run_1/route_heat.png
The die is cut into 22 by 22 equal tiles; dark blue is low, red is high, scaled to the fullest tile. Values are wire area over tile area, all layers added.
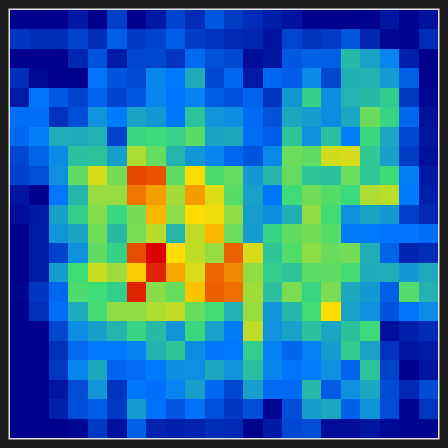
run_1/ff_map.png
The bar under the picture is 20 um long. Other sequential cells in the stronger gray, the rest of the logic in the fainter gray.
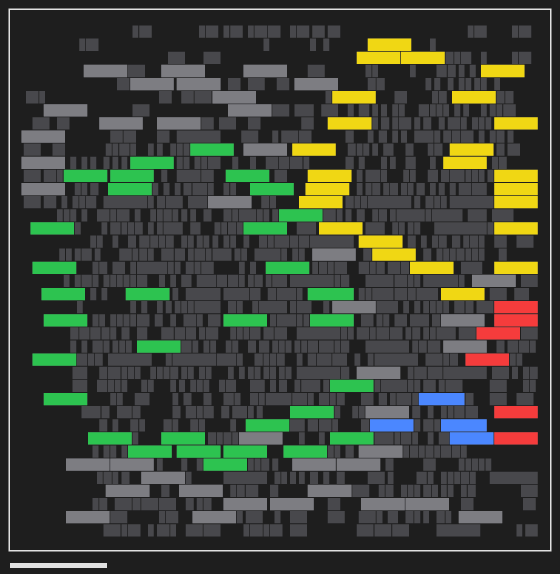
run_1/placed.png
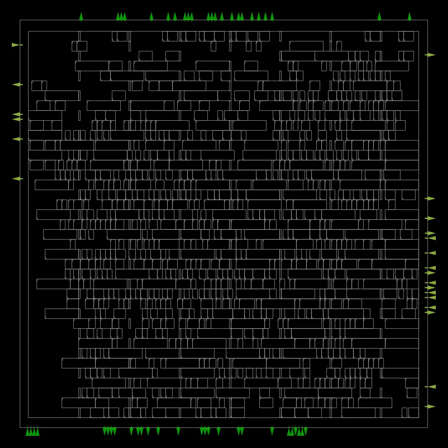
--- src/rtl/dds_freq_meter.sv ---
// dds_freq_meter: measures n_per periods of a DDS waveform via hysteretic rising-crossing detection;
// define FREQ_METER_AMP_EN to build peak amplitude tracking (otherwise peak_max/peak_min are 0)
module dds_freq_meter #(
    parameter int          DATA_W  = 10,
    parameter int          MID     = 512,
    parameter int          HYST    = 16,
    parameter logic [23:0] TMO_CYC = 24'hFFFFFF
) (
    input  logic              clk,
    input  logic              rst_n,
    input  logic              start,
    input  logic [3:0]        n_per,
    input  logic [DATA_W-1:0] wave_in,
    output logic              busy,
    output logic              done,
    output logic              timeout,
    output logic [31:0]       period_sum,
    output logic [DATA_W-1:0] peak_max,
    output logic [DATA_W-1:0] peak_min
);
    typedef enum logic [1:0] {IDLE, SYNC, COUNT, DONE} state_t;
    localparam logic [DATA_W-1:0] LO_TH = DATA_W'(MID - HYST);
    localparam logic [DATA_W-1:0] HI_TH = DATA_W'(MID + HYST);
    state_t            state_q, state_d;
    logic [DATA_W-1:0] s_q;
    logic              lo_q, lo_d, rise;
    logic [3:0]        n_q, n_d, cross_q, cross_d;
    logic [31:0]       cyc_q, cyc_d, sum_q, sum_d;
    logic [23:0]       tmo_q, tmo_d;
    logic              timeout_q, timeout_d;
    assign rise       = lo_q && (s_q >= HI_TH);
    assign busy       = (state_q == SYNC) || (state_q == COUNT);
    assign done       = state_q == DONE;
    assign timeout    = timeout_q;
    assign period_sum = sum_q;
    // next-state: crossing arm flag, FSM, period/cycle/timeout counters
    always_comb begin
        state_d   = state_q;
        lo_d      = rise ? 1'b0 : (s_q < LO_TH) ? 1'b1 : lo_q;
        n_d       = n_q;
        cross_d   = cross_q;
        cyc_d     = cyc_q;
        sum_d     = sum_q;
        tmo_d     = tmo_q;
        timeout_d = 1'b0;
        case (state_q)
            IDLE: if (start) begin
                state_d = SYNC;
                n_d     = (n_per == 4'd0) ? 4'd1 : n_per;
                cross_d = '0;
                cyc_d   = '0;
                tmo_d   = '0;
                lo_d    = 1'b0;
            end
            SYNC: begin
                tmo_d = rise ? '0 : tmo_q + 24'd1;
                if (rise) begin
                    state_d = COUNT;
                    cyc_d   = 32'd1;
                end else if (tmo_q == TMO_CYC) begin
                    state_d   = IDLE;
                    timeout_d = 1'b1;
                end
            end
            COUNT: begin
                cyc_d = (&cyc_q) ? cyc_q : cyc_q + 32'd1;
                tmo_d = rise ? '0 : tmo_q + 24'd1;
                if (rise) begin
                    cross_d = cross_q + 4'd1;
                    if (cross_q + 4'd1 == n_q) begin
                        state_d = DONE;
                        sum_d   = cyc_q;
                    end
                end else if (tmo_q == TMO_CYC) begin
                    state_d   = IDLE;
                    timeout_d = 1'b1;
                end
            end
            default: state_d = IDLE;
        endcase
    end
    // state and counter registers
    always_ff @(posedge clk or negedge rst_n) begin
        if (!rst_n) begin
            state_q   <= IDLE;
            s_q       <= '0;
            lo_q      <= 1'b0;
            n_q       <= '0;
            cross_q   <= '0;
            cyc_q     <= '0;
            sum_q     <= '0;
            tmo_q     <= '0;
            timeout_q <= 1'b0;
        end else begin
            state_q   <= state_d;
            s_q       <= wave_in;
            lo_q      <= lo_d;
            n_q       <= n_d;
            cross_q   <= cross_d;
            cyc_q     <= cyc_d;
            sum_q     <= sum_d;
            tmo_q     <= tmo_d;
            timeout_q <= timeout_d;
        end
    end
`ifdef FREQ_METER_AMP_EN
    logic [DATA_W-1:0] max_q, max_d, min_q, min_d, pmax_q, pmax_d, pmin_q, pmin_d;
    logic              to_done, to_count;
    assign to_done  = (state_q == COUNT) && (state_d == DONE);
    assign to_count = (state_q == SYNC) && rise;
    assign peak_max = pmax_q;
    assign peak_min = pmin_q;
    // running extremes over COUNT, published when the measurement completes
    always_comb begin
        max_d  = to_count ? '0 : (state_q == COUNT && s_q > max_q) ? s_q : max_q;
        min_d  = to_count ? '1 : (state_q == COUNT && s_q < min_q) ? s_q : min_q;
        pmax_d = to_done ? max_d : pmax_q;
        pmin_d = to_done ? min_d : pmin_q;
    end
    // amplitude registers
    always_ff @(posedge clk or negedge rst_n) begin
        if (!rst_n) begin
            max_q  <= '0;
            min_q  <= '0;
            pmax_q <= '0;
            pmin_q <= '0;
        end else begin
            max_q  <= max_d;
            min_q  <= min_d;
            pmax_q <= pmax_d;
            pmin_q <= pmin_d;
        end
    end
`else
    assign peak_max = '0;
    assign peak_min = '0;
`endif
endmodule
--- config.mk ---
export PLATFORM = sky130hd
export DESIGN_NAME = dds_freq_meter
export DESIGN_NICKNAME = d
export VERILOG_FILES = /design/src/rtl/dds_freq_meter.sv
export SDC_FILE = /design/constraint.sdc
export NUM_CORES = 1
export LEC_CHECK = 0
export ABC_AREA = 1
export CORE_MARGIN = 2
export CORE_UTILIZATION = 51
export CTS_CLUSTER_DIAMETER = 150
export DETAILED_ROUTE_END_ITERATION = 10
export GPL_ROUTABILITY_DRIVEN = 0
export GPL_TIMING_DRIVEN = 0
export PLACE_DENSITY = 0.77
export SYNTH_ARGS = -nofsm -noshare
export SYNTH_HDL_FRONTEND = slang
export SYNTH_SLANG_ARGS = --single-unit
--- constraint.sdc ---
create_clock -name clk -period 1.9 [get_ports clk]
set_input_delay 0.285 -clock clk [delete_from_list [all_inputs] [get_ports clk]]
set_output_delay 0.285 -clock clk [all_outputs]
set_load 0.03 [all_outputs]
==> summary.txt, run 1 <==
Physical implementation.

- After technology mapping, the gate count stands at 806.
- The area of combinational cells with multiple inputs is 2980 um2.
- The library cell contributing the largest single delay on the critical path is sky130_fd_sc_hd__dfrtp_1.
- The required arrival time at the worst endpoint is 2.19 ns.
- After synthesis, the cell types taking the most area are sky130_fd_sc_hd__dfrtp_1 45%, sky130_fd_sc_hd__nand2_1 16%, sky130_fd_sc_hd__inv_1 6.0%, sky130_fd_sc_hd__nor2_1 5.8%, sky130_fd_sc_hd__nand3_1 4.2%.
- The multi-input combinational cell count is 586.
- The routed design shows a wire length per standard cell of 14.0 um.
- The post-synthesis mux area share is 0.169%.
- The final timing report gives a worst setup slack of -0.0545 ns.
- The report lists the power per cell area as 1190 nW/um2.
- During synthesis, Yosys emitted a total of 0 warnings.
- The sum of internal, switching and leakage power is 9.04 mW.
- Setup repair after global routing could not meet its margin everywhere.
- The switching part of the total power is 40.4%.
- The count of non-CTS inverters in the layout is 96.
- Once layout is complete, the cells apart from fillers number 1063.
- The synthesized netlist devotes 9.75% of its cell area to compound gates.
- Clock tree synthesis selected as its root buffer the cell sky130_fd_sc_hd__clkbuf_16.
- The sequential area share after synthesis is 44.7%.
- The pre-antenna-repair detailed-routing pass consisted of 5 iterations.
- The number of failing hold endpoints at the final stage is 0.
- The top cell type in the final layout, fill and taps aside, is sky130_fd_sc_hd__nand2_1.
- The most common cell in the synthesized netlist is sky130_fd_sc_hd__nand2_1.
- The layout report lists the clock-cell share of area as 3.87%.
- The final timing summary puts the cycle share of the worst path at 103%.
- On the final layout, the worst hold slack is 0.374 ns.
- The number of antenna violations at the first check in global routing is 0.
- The fraction of cell area in sequential cells is reported as 35.0%.
- The number of pins with negative max-slew slack in the final report is 0.
- The worst slack at placement is -0.417 ns.
- The cell group occupying the most layout area is logic gates.
- Per the layout area report, the combinational fraction of cell area is 39.3%.
- The relative max-transition margin is 65.9%.
- A synthesized cell averages 7.37 um2.
- Once placement completed, the tool counted placed cells totaling 1016.
- Measured along the x axis, the die boundary spans 112 um.
- Summed over all nets, wire length on met2 after detailed routing comes to 7370 um.
- The highest metal layer carrying signal wires in the routed design is met4.
- Per the detail_route report, DRC violations left total 0.
- Per the synthesis report, the simple-gate share of the synthesized area is 32.0%.
- The post-route antenna net violation count is 0.
- Counting both buffers and inverters, the worst setup path holds a total of 7.
- Summing all placed instances gives a cell area of 6690 um2.
- The portion of synthesized cell area occupied by the leading cell type is 44.7%.
- Leaving out the clock tree, the finished layout contains a buffer count of 117.
- The overall die size recorded for this design is 12500 um2.
- The post-route minimum period is 1.95 ns.
- The largest part of the power goes to combinational cells.
- In this run, the clock network consumes 20.6% of the power.
- The initial utilization of the core area, before any placement, comes to 52.2%.
- The number of vias after detailed routing is 5529.
- The detailed-routed wire length on met3 is 738 um.
- The clock skew after layout is 0.00768 ns.
- The post-synthesis xor/xnor area fraction is 1.33%.
- The TritonCTS clock tree is built.
- The clock net in this run drives a total of 106 sinks.
- The vertical die dimension is 112 um.
- The run finished, with violations left.
- After legalization and detailed placement, the total HPWL measured 10100 um.
- The transition time of the tightest slew-check pin is 0.512 ns.
- Per STA, the worst path is made up of inv_2 > ha_4 > buf_6 > buf_4 > clkinvlp_4 > nor2_4 > inv_4 > nor2_4 > buf_6 > clkbuf_16 > nand2_1 > nand2_1.
- The worst hold path stage count is 1.
- The count of cell types in the netlist is 39.
- The first element of the critical path is state_q[0].
- Post-synth the commonest register cell is sky130_fd_sc_hd__dfrtp_1.
- On met2, the global router reports a usage of 39.8%.
- The checks that failed: setup timing.
- The total internal power is 5.39 mW.
- Buffers added to address setup during post-CTS repair amount to 9.
- The final-layout clock buffer total is 10.
- The worst flop-to-flop path endpoint is period_sum[13].
- The layout overhead on the synthesized area is 27.9%.
- The per-cell via count in the routed design is 5.20.
- The post-cts hold buffer count is 1.
- The latest clock arrival within the worst-skew pair is 0.35 ns.
- The final report lists the setup-violating endpoint count as 17.
- Among all stages on the critical path, the maximum delay recorded is 0.43 ns.
- Summing the areas of all fa, ha and maj instances in the mapped netlist gives 1.69% of the synthesized area.
- The largest vdd supply drop is 0.933 mV.
- Across all stage logs, warnings added up to 35.
- The sequential power reported by the tool is 2.79 mW.
- The global routing report lists combined usage of all routing layers as 23.9%.
- Registers are responsible for 30.8% of the overall power.
- The portion of the layout cell area used by non-clock buffers is 14.6%.
- The number of buffers inserted during clock tree synthesis is 9.
- Counting flops with a built-in enable in the synthesized netlist gives 0.
- Static timing analysis puts the maximum clock frequency at 512 MHz.
- Yosys reports that the most numerous cell types are 250 x sky130_fd_sc_hd__nand2_1, 106 x sky130_fd_sc_hd__dfrtp_1, 95 x sky130_fd_sc_hd__inv_1.
Back to the opening pictures, route_heat.png:
fullest tile	0.62
mean over tiles	0.19
densest ninth of the die	center

Back to the opening pictures, ff_map.png:
color	signal	flops
green	`cyc_q`	32
red	`s_q`	6
blue	`cross_q`	4
yellow	`tmo_q`	24

Back to the opening pictures, placed.png:
final standard cell utilization of the core: 66.8%
floorplan core area: 11400 um2
number of flip-flops and latches: 106
number of tap cells added at floorplan: 143
site row count: 39

==> run 1 -> run 2 <==
CAP_MARGIN = 0   (was default)
CORE_MARGIN = default   (was 2)
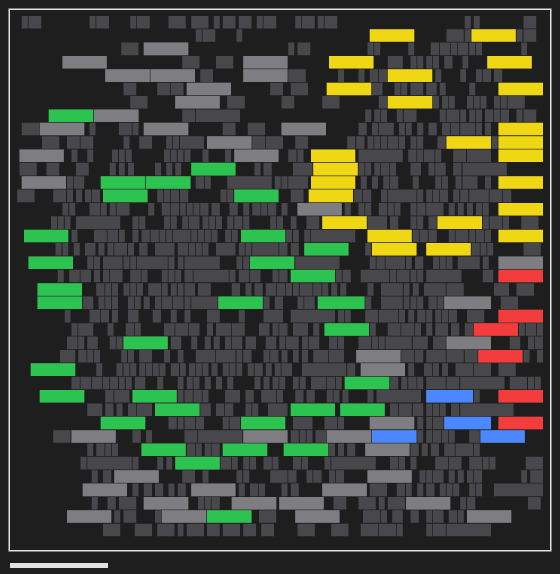
run_2/ff_map.png
The bar under the picture is 20 um long. Other sequential cells in the stronger gray, the rest of the logic in the fainter gray.
sequential cell area share: 35.3%
final standard cell utilization of the core: 66.3%
storage element area: 2660 um2

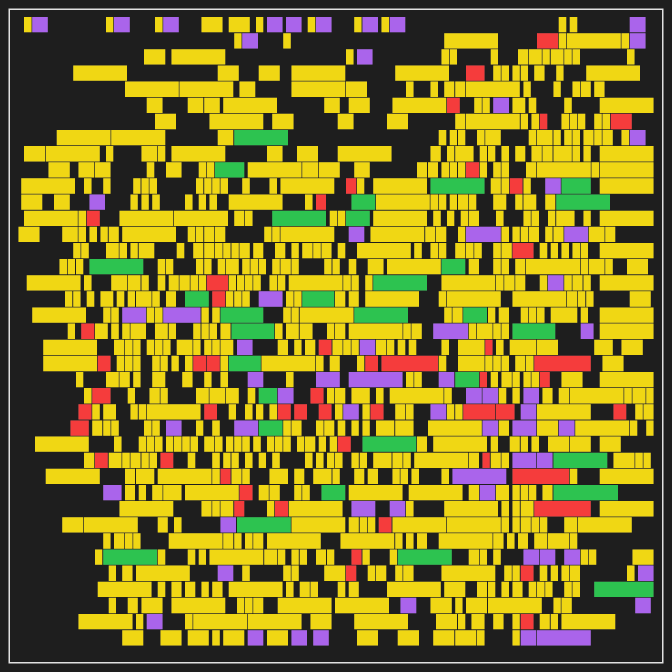
run_2/sizing.png
color	size	cells	most used
purple	x3 and x4	64	buf_4
green	x6 and larger	30	clkbuf_16
yellow	x1 and smaller	771	nand2_1
red	x2	51	nor2_2

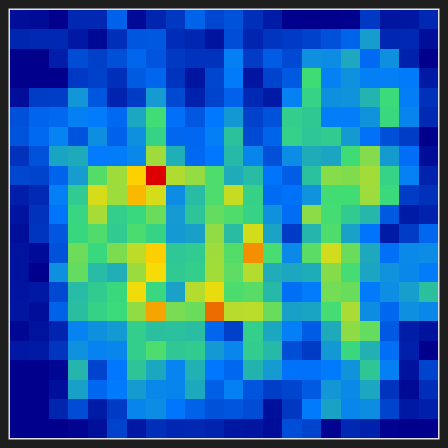
run_2/route_heat.png
The die is cut into 22 by 22 equal tiles; dark blue is low, red is high, scaled to the fullest tile. Values are wire area over tile area, all layers added.
mean over tiles	0.20
nearly empty tiles	6.4%
fullest tile	0.70
emptiest ninth of the die	north-west
tiles over half the peak	15%
densest ninth of the die	center

==> run 2 against run 1 <==
The flow now finishes without violations. Combinational power shrank 2%. Clock power increased by 2%. Hold slack got worse by 0.0048 ns. First-iteration DRC count grew 5.6%. Sequential share of layout area increased by 0.30 points. Critical endpoint is now period_sum[7]. Largest cell class unchanged. Largest power group unchanged.
==> summary.txt, run 2 <==
Physical implementation.

- The run finished with clean final reports.
- Per STA, the worst path is made up of inv_2 > ha_4 > buf_6 > clkinvlp_4 > nor2_4 > inv_2 > nor2_4 > clkbuf_4 > nand2_1 > nand2_1.
- After floorplanning, the die was sized to cover 12100 um2.
- The area inside the core boundary is 11400 um2.
- The layout report lists the non-clock buffer share of cell area as 14.3%.
- The placed wire-length estimate after detailed placement is 10000 um.
- The worst slack at placement is -0.374 ns.
- The largest vdd supply drop is 0.719 mV.
- The reported sequential group power is 2.80 mW.
- The post-route antenna net violation count is 0.
- The cell group occupying the most layout area is logic gates.
- The final-layout clock buffer total is 11.
- Global routing used 25.6% of the available tracks.
- The transition time of the tightest slew-check pin is 0.644 ns.
- The script reports the combined buffer and inverter count of the critical path as 5.
- The most common cell in the synthesized netlist is sky130_fd_sc_hd__nand2_1.
- The sum of internal, switching and leakage power is 9.03 mW.
- For this design, the slowest cell found on the critical path is sky130_fd_sc_hd__dfrtp_2.
- The maximum operating frequency is 529 MHz.
- Buffers inserted during clock tree synthesis total 9.
- Of the synthesized area, sequential elements account for 44.7%.
- The number of detailed-routing iterations run before antenna repair is 5.
- Once placement finished, the instance area stood at 6690 um2.
- The synthesis run shows the most used standard cells to be 250 x sky130_fd_sc_hd__nand2_1, 106 x sky130_fd_sc_hd__dfrtp_1, 95 x sky130_fd_sc_hd__inv_1.
- Measured against its own limit, the worst slew margin works out to 57.1%.
- The count of non-filler cells in the finished layout is 1059.
- The number of clock sinks is 106.
- Per report_power, the clock group accounts for 21.2% of the total.
- The cell-mix breakdown from Yosys lists the compound-gate area share as 9.75%.
- The latest clock arrival within the worst-skew pair is 0.36 ns.
- Setup repair after global routing could not meet its margin everywhere.
- The count of non-CTS inverters in the layout is 96.
- The layout overhead on the synthesized area is 26.8%.
- The met2 track demand over resource is 44.1%.
- The root cell of the clock tree is sky130_fd_sc_hd__clkbuf_16.
==> run 2 -> run 3 <==
PLACE_DENSITY = default   (was 0.77)
PLACE_DENSITY_LB_ADDON = 0.12   (was default)
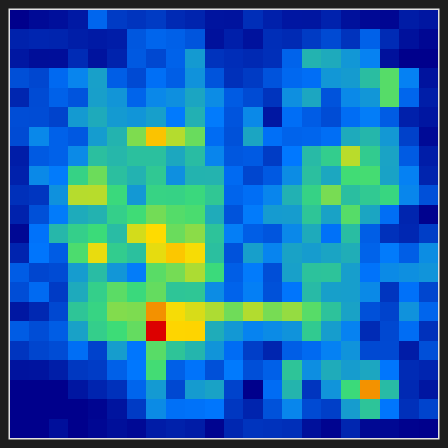
run_3/route_heat.png
The die is cut into 22 by 22 equal tiles; dark blue is low, red is high, scaled to the fullest tile. Values are wire area over tile area, all layers added.
nearly empty tiles	5.8%
fullest tile	0.80
mean over tiles	0.21
tiles over half the peak	11%

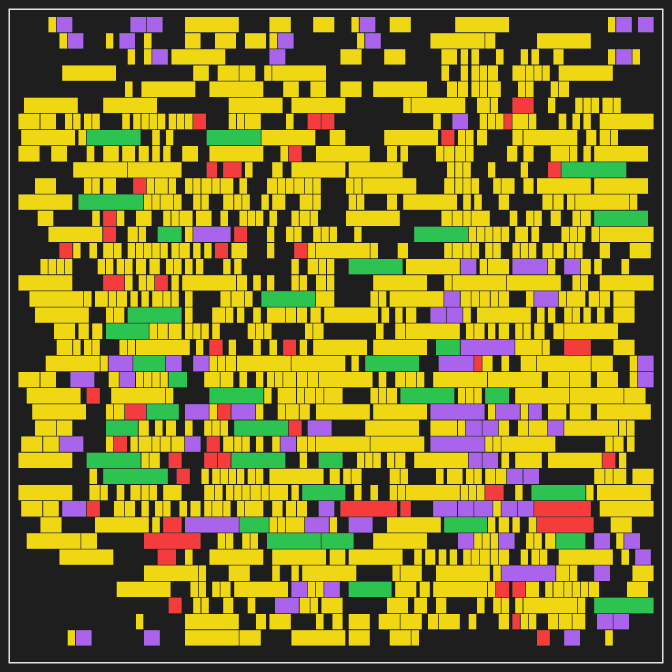
run_3/sizing.png
Worst Slack Setup Final: 0.0106 ns
count of plain and timing-repair buffers: 116
area growth from synthesis to final layout: 30.5%
post-route cell area: 7750 um2

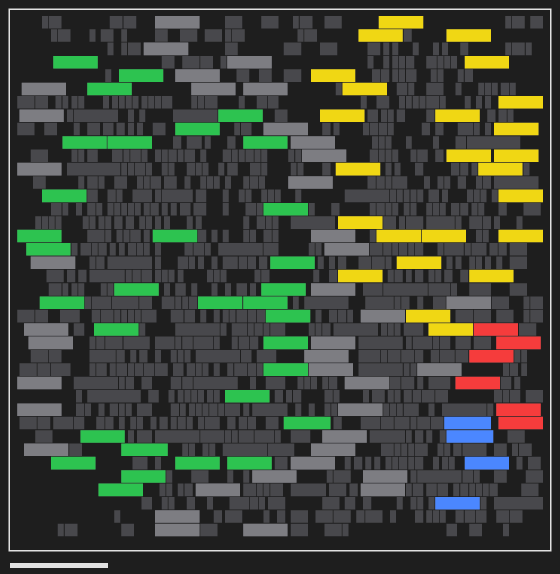
run_3/ff_map.png
The bar under the picture is 20 um long. Other sequential cells in the stronger gray, the rest of the logic in the fainter gray.
sequential power: 2.78 mW
final standard cell utilization of the core: 68.2%
sequential cell area share: 34.3%

==> run 3 against run 2 <==
Via count is 1.7% higher. Power is 4.1% higher. Largest power group unchanged. Worst setup slack worse by 0.00054 ns. Non-clock buffer count is 3 higher. Utilization is 1.9 points higher. First-iteration DRC count is 21% higher. Routed wire length is 6.8% higher. Sequential share of layout area is 0.98 points lower. Critical endpoint is now cyc_q[4].
==> summary.txt, run 3 <==
Physical implementation.

- In this run the power density over the cells is 1210 nW/um2.
- Hold-check failures listed in the final report amount to 0.
- Along the critical path, the tally of buffer and inverter instances is 2.
- The worst hold path stage count is 1.
- The horizontal extent of the die is 110 um.
- The area of combinational cells with multiple inputs is 3010 um2.
- In the power breakdown, the internal column shows 5.69 mW.
- In the Yosys report, the sequential cells make up 44.7% of the chip area.
- The tree is rooted in a sky130_fd_sc_hd__clkbuf_16.
- The register share of total power is 29.6%.
- The number of cell rows is 39.
- The overall fraction of global-route tracks in use is 25.5%.
- The sequential standard cell area is 2660 um2.
- Synthesis produced a netlist whose cell count is 806.
- According to the cell report, flip-flops and latches in the layout number 106.
- For this run, design rule violations remaining after detail routing come to 0.
- The count of non-filler cells in the finished layout is 1063.
- After layout, the worst path uses 99.4% of the clock period.
- The post-placement cell area is 6690 um2.
- The floorplan core density is 52.2%.
- The met2 routed wirelength is 7940 um.
- Measured along the y axis, the die boundary spans 110 um.
- The final routed wire length divided by cell count is 14.8 um.
- The transition time of the tightest slew-check pin is 0.635 ns.
- Per report_power, the clock group accounts for 23.2% of the total.
- The worst stage delay on the critical path is 0.44 ns.
- The post-synthesis mux area share is 0.169%.
- The number of setup buffers added after CTS is 9.
- Counting instances in the post-synthesis netlist gives the leading cell types as 250 x sky130_fd_sc_hd__nand2_1, 106 x sky130_fd_sc_hd__dfrtp_1, 95 x sky130_fd_sc_hd__inv_1.
- The number of well-tap cells placed is 143.
- The run finished with clean final reports.
- The largest vdd supply drop is 1.06 mV.
- The placed wire-length estimate after detailed placement is 10500 um.
- The capture point of the worst register-to-register path is recorded as cyc_q[4].
- For this block, the via count after detailed routing is 5665.
No activity file was given, so power comes from the tool's default toggle rates.
